<file path="src/rtl/countdown_timer.sv">
// Loadable down-counting timer with a one-cycle expiry pulse and a saturating expiry tally.
// Optional periodic mode: define COUNTDOWN_TIMER_AUTORELOAD_EN to reload the last start value on expiry.
module countdown_timer #(
  parameter int N      = 8,
  parameter int ECNT_W = 8
) (
  input  logic              clk,
  input  logic              rst,
  input  logic              en,
  input  logic              abort,
  input  logic              load_valid,
  input  logic [N-1:0]      load_value,
  output logic              load_ready,
  output logic [N-1:0]      count_out,
  output logic              busy,
  output logic              expired,
  output logic [ECNT_W-1:0] expire_cnt
);

  localparam logic [1:0] S_IDLE   = 2'd0;
  localparam logic [1:0] S_RUN    = 2'd1;
  localparam logic [1:0] S_EXPIRE = 2'd2;

  localparam logic [N-1:0] CNT_ZERO = '0;
  localparam logic [N-1:0] CNT_ONE  = N'(1);

  logic [1:0]        state_p0;
  logic [N-1:0]      count_p0;
  logic              expired_p0;
  logic [ECNT_W-1:0] ecnt_p0;

  function automatic logic [ECNT_W-1:0] sat_inc(input logic [ECNT_W-1:0] v);
    if (&v) begin
      return v;
    end
    return v + ECNT_W'(1);
  endfunction

`ifdef COUNTDOWN_TIMER_AUTORELOAD_EN
  logic [N-1:0] reload_p0;

  always_ff @(posedge clk) begin
    if (!rst) begin
      reload_p0 <= '0;
    end else if (state_p0 == S_IDLE && load_valid) begin
      reload_p0 <= load_value;
    end
  end
`endif

  // Stage p0: state, count, pulse and tally all settle on the same edge
  always_ff @(posedge clk) begin
    if (!rst) begin
      state_p0   <= S_IDLE;
      count_p0   <= '0;
      expired_p0 <= 1'b0;
      ecnt_p0    <= '0;
    end else begin
      expired_p0 <= 1'b0;
      case (state_p0)
        S_IDLE: begin
          if (load_valid) begin
            count_p0 <= load_value;
            if (load_value != CNT_ZERO) begin
              state_p0 <= S_RUN;
            end else begin
              state_p0   <= S_EXPIRE;
              expired_p0 <= 1'b1;
            end
          end
        end
        S_RUN: begin
          if (abort) begin
            state_p0 <= S_IDLE;
            count_p0 <= '0;
          end else if (en) begin
            if (count_p0 == CNT_ONE) begin
              count_p0   <= '0;
              state_p0   <= S_EXPIRE;
              expired_p0 <= 1'b1;
            end else begin
              count_p0 <= count_p0 - CNT_ONE;
            end
          end
        end
        S_EXPIRE: begin
          ecnt_p0 <= sat_inc(ecnt_p0);
`ifdef COUNTDOWN_TIMER_AUTORELOAD_EN
          if (!abort && reload_p0 != CNT_ZERO) begin
            count_p0 <= reload_p0;
            state_p0 <= S_RUN;
          end else begin
            state_p0 <= S_IDLE;
          end
`else
          state_p0 <= S_IDLE;
`endif
        end
        default: begin
          state_p0 <= S_IDLE;
          count_p0 <= '0;
        end
      endcase
    end
  end

  assign load_ready = (state_p0 == S_IDLE);
  assign busy       = (state_p0 != S_IDLE);
  assign count_out  = count_p0;
  assign expired    = expired_p0;
  assign expire_cnt = ecnt_p0;

endmodule

</file>
<file path="config.mk">
export PLATFORM = sky130hd
export DESIGN_NAME = countdown_timer
export DESIGN_NICKNAME = d
export VERILOG_FILES = /design/src/rtl/countdown_timer.sv
export SDC_FILE = /design/constraint.sdc
export NUM_CORES = 1
export LEC_CHECK = 0
export ABC_AREA = 1
export CORE_MARGIN = 5
export CORE_UTILIZATION = 51
export CTS_CLUSTER_DIAMETER = 40
export DETAILED_ROUTE_END_ITERATION = 7
export PLACE_DENSITY_LB_ADDON = 0.2
export SLEW_MARGIN = 10
export SYNTH_ARGS = -nofsm -noshare
export SYNTH_HDL_FRONTEND = slang
export SYNTH_SLANG_ARGS = --single-unit
</file>
<file path="constraint.sdc">
create_clock -name clk -period 3.8 [get_ports clk]
set_clock_uncertainty 0.15 [all_clocks]
set_input_delay 0.57 -clock clk [delete_from_list [all_inputs] [get_ports clk]]
set_output_delay 0.57 -clock clk [all_outputs]
set_load 0.02 [all_outputs]
</file>
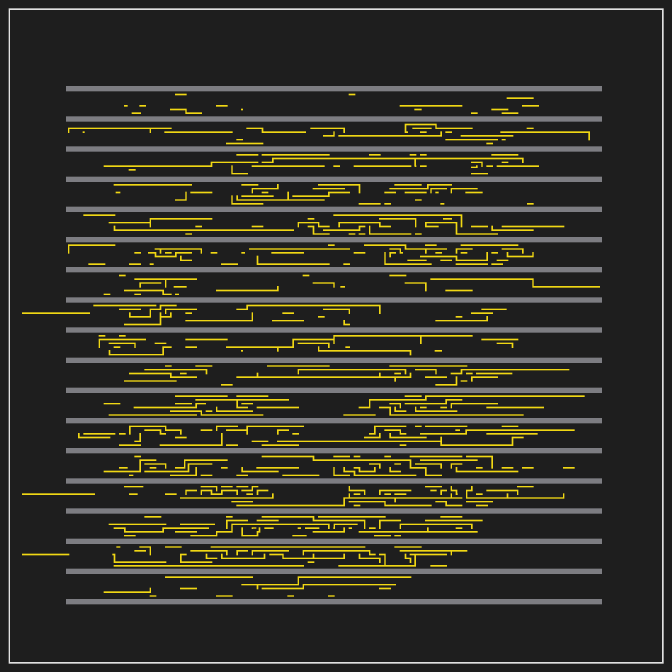
Figure 1: metal 1.
Supply wires on this layer in gray.
nets with wire on the layer	209
longest straight run	22.5 um

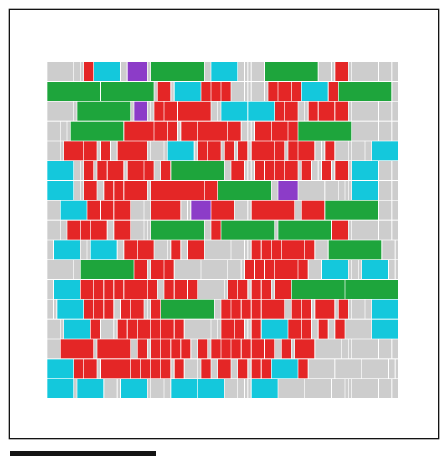
Figure 2: placed cells, one color a class.
The bar under the picture is 20 um long. Fill, decap, tap and diode cells in gray.
color	class	cells
green	registers	19
purple	clock drivers and dummy loads	4
cyan	remaining buffers and delay cells	31
red	remaining logic cells	163

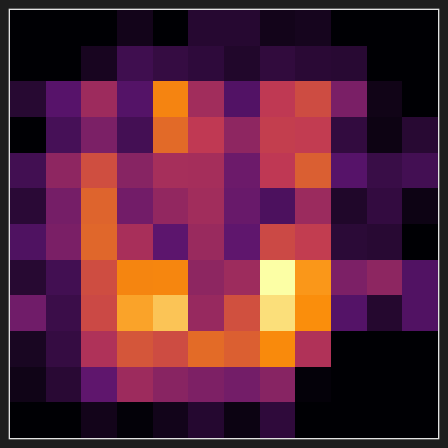
Figure 3: signal metal coverage by tile.
12 x 12 tiles, from black (low) to pale yellow (high), scaled to the fullest tile. Values are wire area over tile area, all layers added.
tiles over half the peak	21%
mean over tiles	0.14
nearly empty tiles	19%
fullest tile	0.52

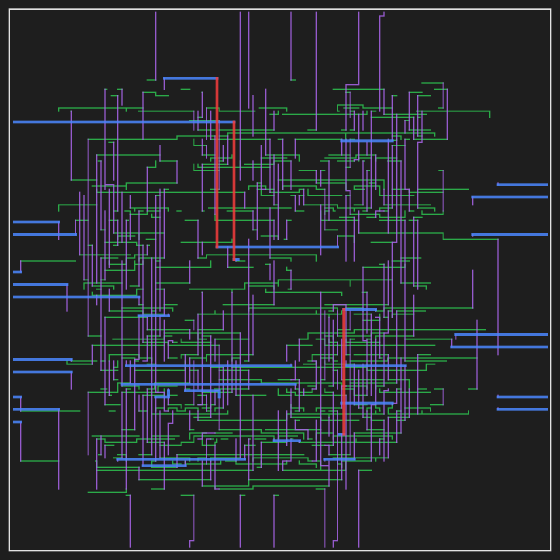
Figure 4: metal layers overlaid.
color	layer	wire length
green	M1	1320 um
red	M4	46.9 um
purple	M2	1390 um
blue	M3	237 um

==> impl_metrics.ini <==
; yosys + openroad results
[pwr]
p_total_uw = 607
power_leakage_uw = 0.000652
peakVddDrop_v = 0.000223
p_per_area_mw_per_mm2 = 383

[setup_path]
reg2reg_to = expire_cnt[6]
crit_family = buffers and inverters
path_cells = nor2_4 > clkdlybuf4s50_1
cp.arrival_ns = 1.63
ff2ff_setup_slack_ns = 2.13
critPathMaxStageDelay_ns = 0.67
critical_path_class = flop to primary output
crit_buf_inv = 1
cp_slowest_cell = clkdlybuf4s50_1
crit_path_max_fanout = 10
crit_path_end_kind = primary output
cp-start-kind = flop
rr_worst_depth = 9
reg2reg_from = expire_cnt[0]
critPathRequiredTime_ns = 3.08

[placed_design]
gp_congestion = 0.876
place.port_buffers = 31
dp_cells = 241
post_dp_cell_area_mm2 = 0.00156
place_ws_ns = 1.73
dpl.hpwl_mm = 2.33

[clocking]
hold_buffers = 0
clockBufferDepth = 2
cts_setup_buffers = 0
clkTransAtPathRegs_ns = 0.10
cts_sinks = 19
cts_resized = 0
clk_latency_ns = 0.31
cts_made_buffers = 3
cts_tree = yes
cts_root_buf = clkbuf_4
htree_levels = 1

[logic_synthesis]
edf_count = 0
avgSynthCellArea_um2 = 6.63
aoi_share = 0.151
syn_area_mm2 = 0.00121
ys_seq_frac = 0.313
ys_sh_simple = 0.411
synth_nets = 199
ys_chip_area_mm2 = 0.00121
async_flop_share = 0
synthCells = 183
ff_type = dfxtp_1
ys.flops = 19
yosys_cells = 183
synthMuxAreaShare = 0
yosys.area_share.adder = 0.0309
yosysWarnings = 0
xor_area_frac = 0.00722
synth_cell_types = 25
logic_family = simple AND/OR/NAND/NOR gates

[min_path]
hold_path_class = flop to flop
min_to = expire_cnt[0]
min-delay-start = expire_cnt[0]
min_delay_path_depth = 1

[floorplan]
fp_util = 0.543
design.core.area_mm2 = 0.00223
ios = 32
num_tap_cells = 28
die_x_um = 58.8
die_y_um = 58.8
row_count = 17
dieArea_mm2 = 0.00346

[grt]
grt_pass1_vias = 1151
grt_pass1_wl_mm = 4.82
grt-ovfl-total = 0
grt_max_degree = 14
grt_usage = 0.180
antenna_found_initial = 0

[finish]
layout_top_cell = nand2_1
clock_tree_area_fraction = 0.0174
final_util = 0.709
layout.area.seq_um2 = 380
largestClassByArea = logic gates
signal_buffers = 31
diodes = 0
final_nets = 234
design_area_mm2 = 0.00158
nNonClkInverters = 25
bufAreaShareNonClock = 0.196
comb.multi_input.count = 138
ff_count = 19
clkbuf_count = 3
stdcell_count = 245
fill_cells = 188
sh_seq_area = 0.240
layout-drive-gt1-share = 0.143
syn2layout_area_growth_pct = 30.4
comb_area_um2 = 728
layout_top_cells = 56 x nand2_1, 31 x clkdlybuf4s50_1, 20 x inv_1
comb_share = 0.460

[routing]
post_drt_wl_per_cell_um = 12.2
wirelength_mm = 2.99
vias_per_cell = 5.18
postRouteAntennaNets = 0
vias = 1270
drt_iter0_markers = 51
route.detailed.drc = 0
drt-pass1-iter-count = 4

[sta]
report.final.slew_viol_count = 0
fin_crit_ns = 2.35
timing.slew.headroom = 0.659
timing.setup.tns_ns = 0
worst_slack_ns = 1.45
worst_slew_pin_slew_ns = 0.510
rsz0062_at_grt = no
finalSetupViolCount = 0
max_freq_mhz = 426
hold_viol = 0
fin_crit_sh = 0.618
hold_slack_ns = 0.350

[outcome]
outcome = completed

[job]
maxCapViolCount = 0
tool_warnings = 27
## per-layer routing
| metal | vias to the layer above | GRT usage | routed length (um) |
|---|---|---|---|
| met5 | - | 0 | 0 |
| met4 | 0 | 0.0615 | 46 |
| met3 | 6 | 0.0504 | 237 |
| met2 | 47 | 0.304 | 1390 |
| met1 | 569 | 0.218 | 1320 |
| li1 | 648 | - | - |
## synthesized netlist by cell type, types with 3 or more instances
| cell | number | share of area |
|---|---|---|
| a21oi_1 | 11 | 0.045 |
| a21oi_2 | 5 | 0.036 |
| dfxtp_1 | 19 | 0.31 |
| ha_1 | 3 | 0.031 |
| inv_1 | 20 | 0.062 |
| inv_4 | 3 | 0.015 |
| nand2_1 | 56 | 0.17 |
| nand3_1 | 10 | 0.041 |
| nand4_1 | 3 | 0.015 |
| nor2_1 | 19 | 0.059 |
| nor2_2 | 6 | 0.031 |
| nor2_4 | 5 | 0.046 |
| nor3_1 | 3 | 0.012 |
| o21ai_0 | 4 | 0.016 |
| o21ai_1 | 3 | 0.012 |
## worst max-delay path by stage
| stage | startpoint | endpoint | cells past startpoint |
|---|---|---|---|
| 2_1_floorplan | expire_cnt[0] | expire_cnt[4] | 8 |
| 3_3_place_gp | abort | count_out[5] | 9 |
| 3_5_place_dp | abort | count_out[7] | 9 |
| 4_1_cts | state_p0[0] | load_ready | 2 |
| 5_1_grt | state_p0[0] | load_ready | 2 |
| 6_report | state_p0[0] | load_ready | 2 |
## power by group
part / switching, uW / internal, uW / leakage [uW]
logic: 155 / 104 / 0.000479
clock network: 67.9 / 39.4 / 0.0000177
registers: 24.5 / 216 / 0.000155
total: 248 / 359 / 0.000652
## registers in the layout, summed over array words and instances (netlist names)
name        flops
state_p0        2
expired         1
expire_cnt      8
count_out       8
Power figures rest on the tool's default switching activity, not on a simulated workload.
